File: config.mk
export PLATFORM = sky130hd
export DESIGN_NAME = aesha_stream_adapter
export DESIGN_NICKNAME = d
export VERILOG_FILES = /design/src/rtl/aesha_pkg.sv /design/src/rtl/aesha_word_packer.sv /design/src/rtl/aesha_stream_adapter.sv
export SDC_FILE = /design/constraint.sdc
export NUM_CORES = 2
export LEC_CHECK = 0
export CAP_MARGIN = 10
export CORE_AREA = 10 10 527 529
export CTS_CLUSTER_DIAMETER = 120
export DETAILED_ROUTE_END_ITERATION = 6
export DIE_AREA = 0 0 537 539
export MAX_ROUTING_LAYER = met4
export PLACE_DENSITY = 0.36
export SYNTH_ARGS = -nofsm -noshare
export SYNTH_HDL_FRONTEND = slang
export SYNTH_SLANG_ARGS = --single-unit
File: constraint.sdc
create_clock -name i_clk -period 40.9 [get_ports i_clk]
set_clock_uncertainty 0.1 [all_clocks]
set_input_delay 4.09 -clock i_clk [delete_from_list [all_inputs] [get_ports i_clk]]
set_output_delay 4.09 -clock i_clk [all_outputs]
set_load 0.05 [all_outputs]
File: src/rtl/aesha_pkg.sv
// Shared constants and types for the AESHA streaming adapter.
// Word count, index width, FSM state encoding and mode/direction encodings.
package aesha_pkg;

    localparam int WORDS = 16;
    localparam int IDX_W = $clog2(WORDS);

    localparam logic [IDX_W-1:0] LAST_IDX = IDX_W'(WORDS - 1);

    localparam logic MODE_AES = 1'b1;
    localparam logic DIR_DEC  = 1'b1;

    typedef enum logic [1:0] {
        LOAD,
        LAUNCH,
        WAIT,
        DRAIN
    } adapter_state_t;

endpackage

File: src/rtl/aesha_word_packer.sv
// 16-word register array with clear, indexed write, whole-block load and indexed read.
// Used once to pack the input block and once to hold/unpack the core result.
module aesha_word_packer
    import aesha_pkg::*;
#(
    parameter int WORD_W = 32
) (
    input  logic                    clock_i,
    input  logic                    reset_i,
    input  logic                    clear_i,
    input  logic                    wrEn_i,
    input  logic [IDX_W-1:0]        wrIdx_i,
    input  logic [WORD_W-1:0]       wrData_i,
    input  logic                    ldEn_i,
    input  logic [WORDS*WORD_W-1:0] ldData_i,
    input  logic [IDX_W-1:0]        rdIdx_i,
    output logic [WORD_W-1:0]       rdData_o,
    output logic [WORDS*WORD_W-1:0] block_o
);

    logic [WORD_W-1:0] words_q [WORDS];

    // An indexed write wins over clear so beat 0 can clear the block and land in one cycle.
    always_ff @(posedge clock_i or posedge reset_i) begin
        if (reset_i) begin
            for (int i = 0; i < WORDS; i++) begin
                words_q[i] <= '0;
            end
        end else begin
            for (int i = 0; i < WORDS; i++) begin
                if (ldEn_i) begin
                    words_q[i] <= ldData_i[i*WORD_W +: WORD_W];
                end else if (wrEn_i && (wrIdx_i == IDX_W'(i))) begin
                    words_q[i] <= wrData_i;
                end else if (clear_i) begin
                    words_q[i] <= '0;
                end
            end
        end
    end

    for (genvar g = 0; g < WORDS; g++) begin : gFlatten
        assign block_o[g*WORD_W +: WORD_W] = words_q[g];
    end

    assign rdData_o = words_q[rdIdx_i];

endmodule

File: src/rtl/aesha_stream_adapter.sv
// Ready/valid front/back end for the AESHA core: packs 32-bit beats into a 512-bit block,
// launches the core, captures its result and streams it back as 16 words.
module aesha_stream_adapter
    import aesha_pkg::*;
#(
    parameter int WORD_W  = 32,
    parameter int BLOCK_W = 512
) (
    input  logic               i_clk,
    input  logic               i_reset,
    input  logic               i_aes_or_keccak,
    input  logic               i_enc_or_dec,
    input  logic [127:0]       i_key,
    input  logic               i_s_valid,
    output logic               o_s_ready,
    input  logic [WORD_W-1:0]  i_s_data,
    input  logic               i_s_last,
    output logic               o_m_valid,
    input  logic               i_m_ready,
    output logic [WORD_W-1:0]  o_m_data,
    output logic               o_m_last,
    output logic               o_core_start,
    output logic               o_core_aes_or_keccak,
    output logic               o_core_enc_or_dec,
    output logic [127:0]       o_core_key,
    output logic [BLOCK_W-1:0] o_core_data,
    input  logic               i_core_done,
    input  logic [BLOCK_W-1:0] i_core_data,
    output logic               o_busy
);

    adapter_state_t   state_q, state_d;
    logic [IDX_W-1:0] inIdx_q, inIdx_d;
    logic [IDX_W-1:0] outIdx_q, outIdx_d;
    logic             sReady_q, sReady_d;
    logic             mode_q, mode_d;
    logic             dir_q, dir_d;
    logic [127:0]     key_q, key_d;

    logic               inWrEn;
    logic               inClear;
    logic               outLdEn;
    logic [WORD_W-1:0]  inRdData;
    logic [BLOCK_W-1:0] outBlock;
    logic               unusedBits;

    always_ff @(posedge i_clk or posedge i_reset) begin
        if (i_reset) begin
            state_q  <= LOAD;
            inIdx_q  <= '0;
            outIdx_q <= '0;
            sReady_q <= 1'b0;
            mode_q   <= 1'b0;
            dir_q    <= 1'b0;
            key_q    <= '0;
        end else begin
            state_q  <= state_d;
            inIdx_q  <= inIdx_d;
            outIdx_q <= outIdx_d;
            sReady_q <= sReady_d;
            mode_q   <= mode_d;
            dir_q    <= dir_d;
            key_q    <= key_d;
        end
    end

    // Ready is registered from the next state so it stays low while reset is held.
    always_comb begin
        state_d  = state_q;
        inIdx_d  = inIdx_q;
        outIdx_d = outIdx_q;
        mode_d   = mode_q;
        dir_d    = dir_q;
        key_d    = key_q;
        inWrEn   = 1'b0;
        inClear  = 1'b0;
        outLdEn  = 1'b0;

        case (state_q)
            LOAD: begin
                if (i_s_valid && sReady_q) begin
                    inWrEn = 1'b1;
                    if (inIdx_q == '0) begin
                        inClear = 1'b1;
                        mode_d  = i_aes_or_keccak;
                        dir_d   = i_enc_or_dec;
                        key_d   = i_key;
                    end
                    if (i_s_last || (inIdx_q == LAST_IDX)) begin
                        inIdx_d = '0;
                        state_d = LAUNCH;
                    end else begin
                        inIdx_d = inIdx_q + 1'b1;
                    end
                end
            end
            LAUNCH: begin
                state_d = WAIT;
            end
            WAIT: begin
                if (i_core_done) begin
                    outLdEn = 1'b1;
                    state_d = DRAIN;
                end
            end
            DRAIN: begin
                if (i_m_ready) begin
                    if (outIdx_q == LAST_IDX) begin
                        outIdx_d = '0;
                        state_d  = LOAD;
                    end else begin
                        outIdx_d = outIdx_q + 1'b1;
                    end
                end
            end
            default: begin
                state_d = LOAD;
            end
        endcase

        sReady_d = (state_d == LOAD);
    end

    aesha_word_packer #(
        .WORD_W(WORD_W)
    ) uInPack (
        .clock_i (i_clk),
        .reset_i (i_reset),
        .clear_i (inClear),
        .wrEn_i  (inWrEn),
        .wrIdx_i (inIdx_q),
        .wrData_i(i_s_data),
        .ldEn_i  (1'b0),
        .ldData_i('0),
        .rdIdx_i ('0),
        .rdData_o(inRdData),
        .block_o (o_core_data)
    );

    aesha_word_packer #(
        .WORD_W(WORD_W)
    ) uOutPack (
        .clock_i (i_clk),
        .reset_i (i_reset),
        .clear_i (1'b0),
        .wrEn_i  (1'b0),
        .wrIdx_i ('0),
        .wrData_i('0),
        .ldEn_i  (outLdEn),
        .ldData_i(i_core_data),
        .rdIdx_i (outIdx_q),
        .rdData_o(o_m_data),
        .block_o (outBlock)
    );

    assign unusedBits = ^{inRdData, outBlock};

    assign o_s_ready            = sReady_q;
    assign o_m_valid            = (state_q == DRAIN);
    assign o_m_last             = (state_q == DRAIN) && (outIdx_q == LAST_IDX);
    assign o_core_start         = (state_q == LAUNCH);
    assign o_busy               = (state_q != LOAD);
    assign o_core_aes_or_keccak = mode_q;
    assign o_core_enc_or_dec    = dir_q;
    assign o_core_key           = key_q;

endmodule

==> reports/qor.csv <==
stage;metric;value;unit
status;status;finished, final reports clean;
floorplanning;Die Wd;537;um
finish;Flops;1165;
clock_network;clock sinks;1165;
yosys;Mapped Area;46660;sq um
clock_network;Num CTS Buffers;154;
detailed_routing;remaining antenna violation count;0;
timing;Final Setup Violations;0;
pwr;Largest Pwr Group;registers;
min_path;worst hold stages;1;
global_route;initial antenna violation count;158;
yosys;Seq share, synth;62.48;%
yosys;xor/xnor share;0.01877;%
critical_path;Worst R2R Setup Slack;36.51;ns
finish;share of layout cells above drive strength 1;25.76;%
pwr;Net Sw Power;1.593;mW
floorplanning;row cnt;190;
placed_design;Setup WS pre-CTS;30.57;ns
pwr;Leakage;29.35;nW
clock_network;# resized after CTS;0;
timing;fin crit share;26.46;%
timing;Least-Margin Pin Slew;1.194;ns
timing;setup TNS;0;ns
global_route;GRT Total Usage;17.15;%
flow_run;count of tool warnings;42;
finish;P&R area growth vs syn;49.79;%
min_path;Hold Startpoint;uInPack.block_o[202];
global_route;pin count of the biggest net entering global routing;162;
floorplanning;n_taps;3552;
timing;highest clock rate;92.40;MHz
yosys;Post-synth regs;1165;
yosys;Synth area leaders;dfrtp_1, mux2_2, a22o_1;
finish;largest cell class by area;flip-flops and latches;
yosys;post-synthesis cell count;2952;
finish;multi-input gates;1521;
clock_network;cts hold-fix bufs;0;
pwr;Seq power;1.66;mW
timing;setup ws final;30.08;ns
flow_run;Max Cap Viol;0;
yosys;Synth top cell by count;dfrtp_1;
timing;Hold Fails Final Rpt;0;
critical_path;Worst setup EP type;primary output;
finish;NonClk Buf Share;20.54;%
### Wiring by layer

Bar = 200 um. Only two layers are drawn.
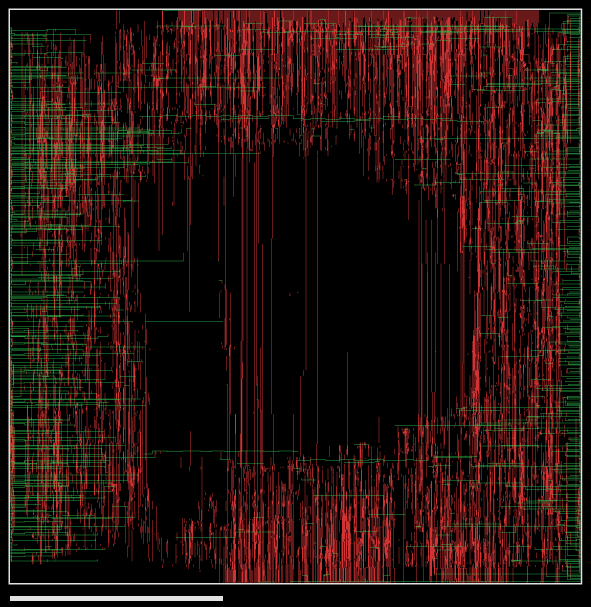
metal 3: in green, wire length 26.4 mm. metal 2: in red, wire length 119 mm.

### Cells colored by class

Bar = 200 um. Fill, decap, tap and diode cells in gray.
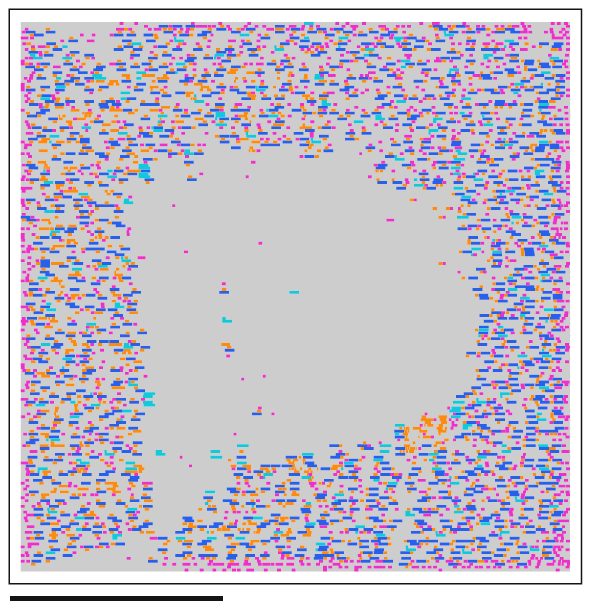
combinational and other logic: in orange, cells 1531. clock drivers and dummy loads: in cyan, cells 279. flops: in blue, cells 1165. other buffers and delay cells: in magenta, cells 1454.

### Sequential cells colored by netlist name

Bar = 200 um. Other sequential cells in the stronger gray, the rest of the logic in the fainter gray.
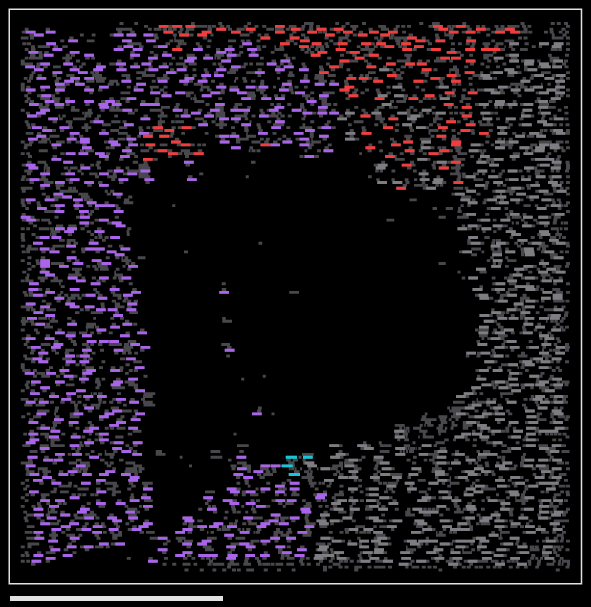
o_core_key: in red, flops 128. uOutPack.block_o: in purple, flops 512. outIdx_q: in cyan, flops 4, where south.
Another 521 sequential cells are not colored.
FF+latch area: 29160 sq um
sequential share of cell area: 41.73%

Power figures rest on the tool's default switching activity, not on a simulated workload.
